placed.png
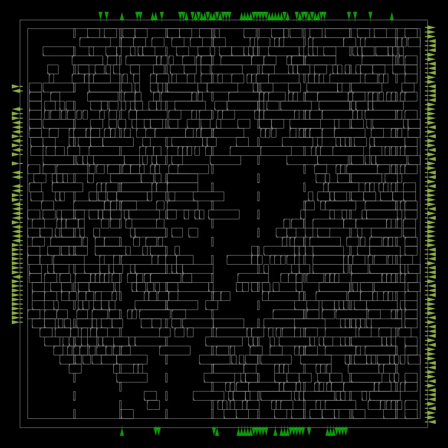
ff_map.png
Other sequential cells in the stronger gray, the rest of the logic in the fainter gray.
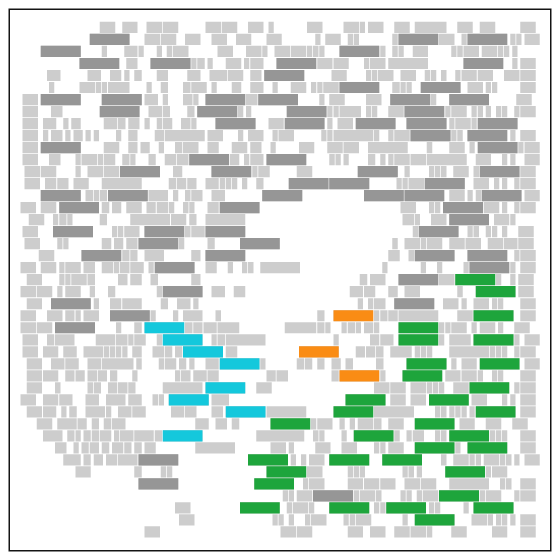
class_map.png
Fill, decap, tap and diode cells in gray.
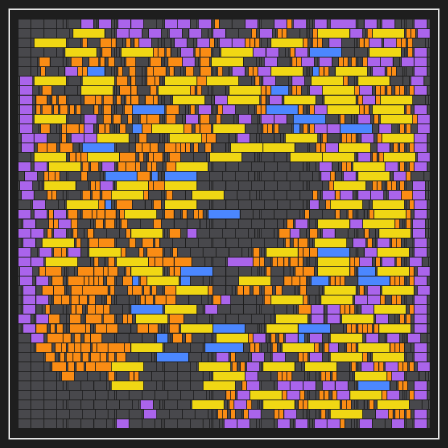
route_heat.png
Bar = 20 um. The die is cut into 24 by 24 equal tiles; black is low, pale yellow is high, scaled to the fullest tile. Values are wire area over tile area, all layers added.
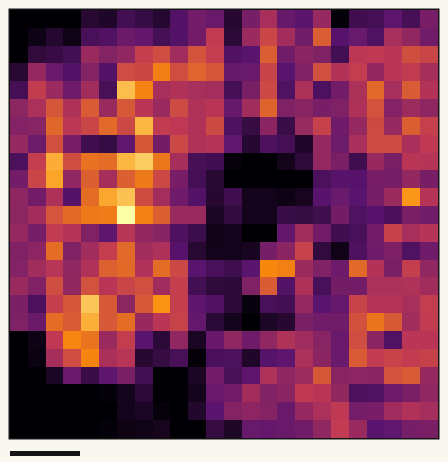
closeup.png
Bar = 20 um. Window x 6 to 56, y 6 to 56 um. Cells in gray, sequential cells in the stronger gray; small squares are vias.
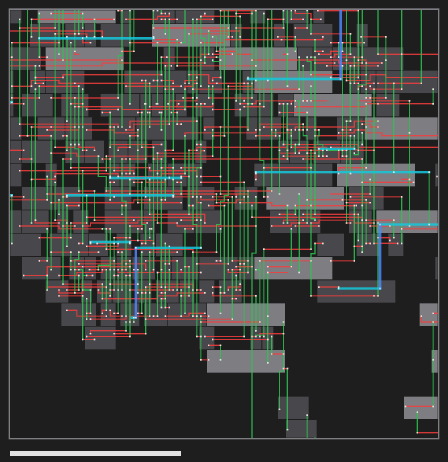
### src/rtl/ahb_burst_master.sv
// rtl/ahb_burst_master.sv - AHB-Lite burst master driven by a simple command port
module ahb_burst_master #(
  parameter int ADDR_WIDTH = 32,
  parameter int DATA_WIDTH = 32
) (
  input  logic                  HCLK,
  input  logic                  HRESET,
  input  logic                  cmd_valid,
  output logic                  cmd_ready,
  input  logic                  cmd_write,
  input  logic [ADDR_WIDTH-1:0] cmd_addr,
  input  logic [7:0]            cmd_len,
  input  logic [DATA_WIDTH-1:0] wdata,
  output logic                  wdata_ack,
  output logic [DATA_WIDTH-1:0] rdata,
  output logic                  rdata_valid,
  output logic                  done,
  output logic                  err,
  output logic [ADDR_WIDTH-1:0] HADDR,
  output logic [1:0]            HTRANS,
  output logic                  HWRITE,
  output logic [2:0]            HSIZE,
  output logic [2:0]            HBURST,
  output logic [DATA_WIDTH-1:0] HWDATA,
  input  logic [DATA_WIDTH-1:0] HRDATA,
  input  logic                  HREADY,
  input  logic [1:0]            HRESP
);

  localparam int       BYTES     = DATA_WIDTH / 8;
  localparam logic [2:0] SIZE    = (DATA_WIDTH == 64) ? 3'b011 : 3'b010;
  localparam logic [1:0] T_IDLE  = 2'b00;
  localparam logic [1:0] T_NSEQ  = 2'b10;
  localparam logic [1:0] T_SEQ   = 2'b11;
  localparam logic [1:0] R_OKAY  = 2'b00;

  typedef enum logic [2:0] {
    S_IDLE  = 3'd0,
    S_ADDR  = 3'd1,
    S_BURST = 3'd2,
    S_LAST  = 3'd3,
    S_ERR   = 3'd4
  } state_t;

  state_t      state, state_n;
  logic [7:0]  cnt;          // address phases still to issue after the current one
  logic        addr_acc;     // current address phase accepted at this edge
  logic        data_ok;      // data phase completes with OKAY at this edge
  logic        finish_ok;
  logic        finish_err;
  logic [11:0] span_end;
  logic [2:0]  burst_sel;

  assign HSIZE = SIZE;

  // Pick the burst encoding for a new command; fixed-length only when the burst stays inside 1KB
  always_comb begin
    span_end  = {2'b00, cmd_addr[9:0]} + (({4'd0, cmd_len} + 12'd1) * 12'(BYTES));
    burst_sel = 3'b001;
    case (cmd_len)
      8'd0:    burst_sel = 3'b000;
      8'd3:    if (span_end <= 12'd1024) burst_sel = 3'b011;
      8'd7:    if (span_end <= 12'd1024) burst_sel = 3'b101;
      8'd15:   if (span_end <= 12'd1024) burst_sel = 3'b111;
      default: burst_sel = 3'b001;
    endcase
  end

  // State register
  always_ff @(posedge HCLK or posedge HRESET) begin
    if (HRESET) state <= S_IDLE;
    else        state <= state_n;
  end

  // Next state, bus transfer type and handshake strobes
  always_comb begin
    state_n    = state;
    cmd_ready  = 1'b0;
    HTRANS     = T_IDLE;
    addr_acc   = 1'b0;
    data_ok    = 1'b0;
    finish_ok  = 1'b0;
    finish_err = 1'b0;
    case (state)
      S_IDLE: begin
        cmd_ready = 1'b1;
        if (cmd_valid) state_n = S_ADDR;
      end
      S_ADDR: begin
        HTRANS = T_NSEQ;
        if (HREADY) begin
          addr_acc = 1'b1;
          state_n  = (cnt == 8'd0) ? S_LAST : S_BURST;
        end
      end
      S_BURST: begin
        // crossing into a new 1KB page restarts the burst with NONSEQ
        HTRANS = (HADDR[9:0] == 10'd0) ? T_NSEQ : T_SEQ;
        if (HRESP != R_OKAY) begin
          finish_err = HREADY;
          state_n    = HREADY ? S_IDLE : S_ERR;
        end else if (HREADY) begin
          addr_acc = 1'b1;
          data_ok  = 1'b1;
          state_n  = (cnt == 8'd0) ? S_LAST : S_BURST;
        end
      end
      S_LAST: begin
        if (HRESP != R_OKAY) begin
          finish_err = HREADY;
          state_n    = HREADY ? S_IDLE : S_ERR;
        end else if (HREADY) begin
          data_ok   = 1'b1;
          finish_ok = 1'b1;
          state_n   = S_IDLE;
        end
      end
      S_ERR: begin
        if (HREADY) begin
          finish_err = 1'b1;
          state_n    = S_IDLE;
        end
      end
      default: state_n = S_IDLE;
    endcase
  end

  assign wdata_ack = addr_acc & HWRITE;

  // Command latch, address stepping, write/read data registers and completion strobes
  always_ff @(posedge HCLK or posedge HRESET) begin
    if (HRESET) begin
      HADDR       <= '0;
      HWRITE      <= 1'b0;
      HBURST      <= 3'b000;
      HWDATA      <= '0;
      cnt         <= 8'd0;
      rdata       <= '0;
      rdata_valid <= 1'b0;
      done        <= 1'b0;
      err         <= 1'b0;
    end else begin
      rdata_valid <= 1'b0;
      done        <= finish_ok | finish_err;
      err         <= finish_err;
      if (cmd_valid && cmd_ready) begin
        HADDR  <= cmd_addr;
        HWRITE <= cmd_write;
        HBURST <= burst_sel;
        cnt    <= cmd_len;
      end
      if (addr_acc && cnt != 8'd0) begin
        HADDR <= HADDR + ADDR_WIDTH'(BYTES);
        cnt   <= cnt - 8'd1;
      end
      if (addr_acc && HWRITE) HWDATA <= wdata;
      if (data_ok && !HWRITE) begin
        rdata       <= HRDATA;
        rdata_valid <= 1'b1;
      end
    end
  end

endmodule

### config.mk
export PLATFORM = sky130hd
export DESIGN_NAME = ahb_burst_master
export DESIGN_NICKNAME = d
export VERILOG_FILES = /design/src/rtl/ahb_burst_master.sv
export SDC_FILE = /design/constraint.sdc
export NUM_CORES = 1
export LEC_CHECK = 0
export CORE_MARGIN = 2
export CORE_UTILIZATION = 40
export DETAILED_ROUTE_END_ITERATION = 8
export GPL_ROUTABILITY_DRIVEN = 0
export HOLD_SLACK_MARGIN = 0.15
export MAX_ROUTING_LAYER = met4
export PLACE_DENSITY_LB_ADDON = 0.3
export SLEW_MARGIN = 40
export SYNTH_ARGS = -nofsm -noshare
export SYNTH_HDL_FRONTEND = slang
export SYNTH_SLANG_ARGS = --single-unit
export TNS_END_PERCENT = 100
### constraint.sdc
create_clock -name HCLK -period 3.7 [get_ports HCLK]
set_input_delay 0.555 -clock HCLK [delete_from_list [all_inputs] [get_ports HCLK]]
set_output_delay 0.555 -clock HCLK [all_outputs]
set_load 0.05 [all_outputs]
==> impl_metrics.json <==
{
  "drcViolationCount": 0,
  "post-route-period-util_pct": 82.9,
  "setup_violations": 0,
  "r2r_cells": 6,
  "end_kind": "output port",
  "grtUsageMet2_pct": 35.4,
  "critical_path.endpoint": "HTRANS[0]",
  "cp.buffers_inverters": 1,
  "cp_max_fo": 8,
  "clock.fmax_mhz": 326,
  "lay_top_count": "nand2_1",
  "drt-met1-wl_mm": 6.97,
  "synthMuxAreaShare_pct": 0.917,
  "num-clock-buffers": 21,
  "ios": 221,
  "fin_nets": 989,
  "topCellsByArea": "dfrtp_1 (51%), nand2_1 (18%), ha_1 (2.9%), o211ai_1 (2.7%), o311ai_0 (2.7%)",
  "instances_no_fill": 1056,
  "path_cells": "nor4_1 > nand3b_1 > nor4_1 > nor3_1 > clkdlybuf4s50_1",
  "status": "finished, final reports clean",
  "routed-wl-met3_mm": 1.31,
  "p_per_area_nw_per_um2": 946,
  "n_all_inverters": 23,
  "crit_path_frequent_cell": "nor4_1",
  "slew_violations": 0,
  "crit_family": "simple AND/OR/NAND/NOR gates",
  "area_delta_synth_final_pct": 52.1,
  "worstPathArrival_ns": 2.51,
  "placed_area_sq_um": 7950,
  "grtUsageMet3_pct": 7.25,
  "clkLatencyLatePin_ns": 0.42,
  "p_sw_mw": 3.85,
  "cts_made_buffers": 17,
  "fin_crit_ns": 3.07,
  "logic_area_sq_um": 2520,
  "yosysCellCount": 649,
  "buffers_excl_clock": 225,
  "clock_path_buffers": 2,
  "ys_sh_xor_pct": 1.41,
  "combPwrFrac_pct": 52.8,
  "worstSetupPathType": "reg -> out",
  "antennaDiodeCount": 0,
  "dp_hpwl_mm": 11.7,
  "hold_end": "HWDATA[0]$_DFFE_PP0P_",
  "maxSlewHeadroom_pct": 47.3,
  "top_area_cell": "dfrtp_1",
  "wl_met2_mm": 7.58,
  "path_depth": 5,
  "ys_sh_simple_pct": 27.8
}
About placed.png:
Fill cells: 1,188
fraction of area in registers: 33.5%

About ff_map.png:
name in the netlist	color	sequential cells
`state`	orange	3
`cnt`	cyan	8
`rdata`	green	32
not colored	71
Seq group: 2.27 mW
Seq. cell area: 2850 sq um

About class_map.png:
class	color	cells
remaining buffers and delay cells	purple	225
remaining logic cells	orange	506
clock drivers and dummy loads	blue	31
sequential cells	yellow	114
Site Rows: 43
CORE AREA: 13,800 sq um
Core Util, Final: 61.8%
cell area after layout: 8510 sq um

About route_heat.png:
tiles over half the peak	23%
densest ninth of the die	left middle
nearly empty tiles	8.5%
fullest tile	0.51
routed len/inst: 15.2 um
final WL: 16.0 mm
GR Util All Layers: 22.8%

About closeup.png:
layer	color
M2	green
M3	cyan
M4	blue
M1	red
sequential cells in the window	13
most frequent	nand2_1 (18), dfrtp_1 (13), ha_1 (11)
netlist names of flops here include	`cnt` (8), `HBURST` (3), `HADDR` (2)
cells with their middle in the window	142

Power is estimated from default activity; no workload was simulated.
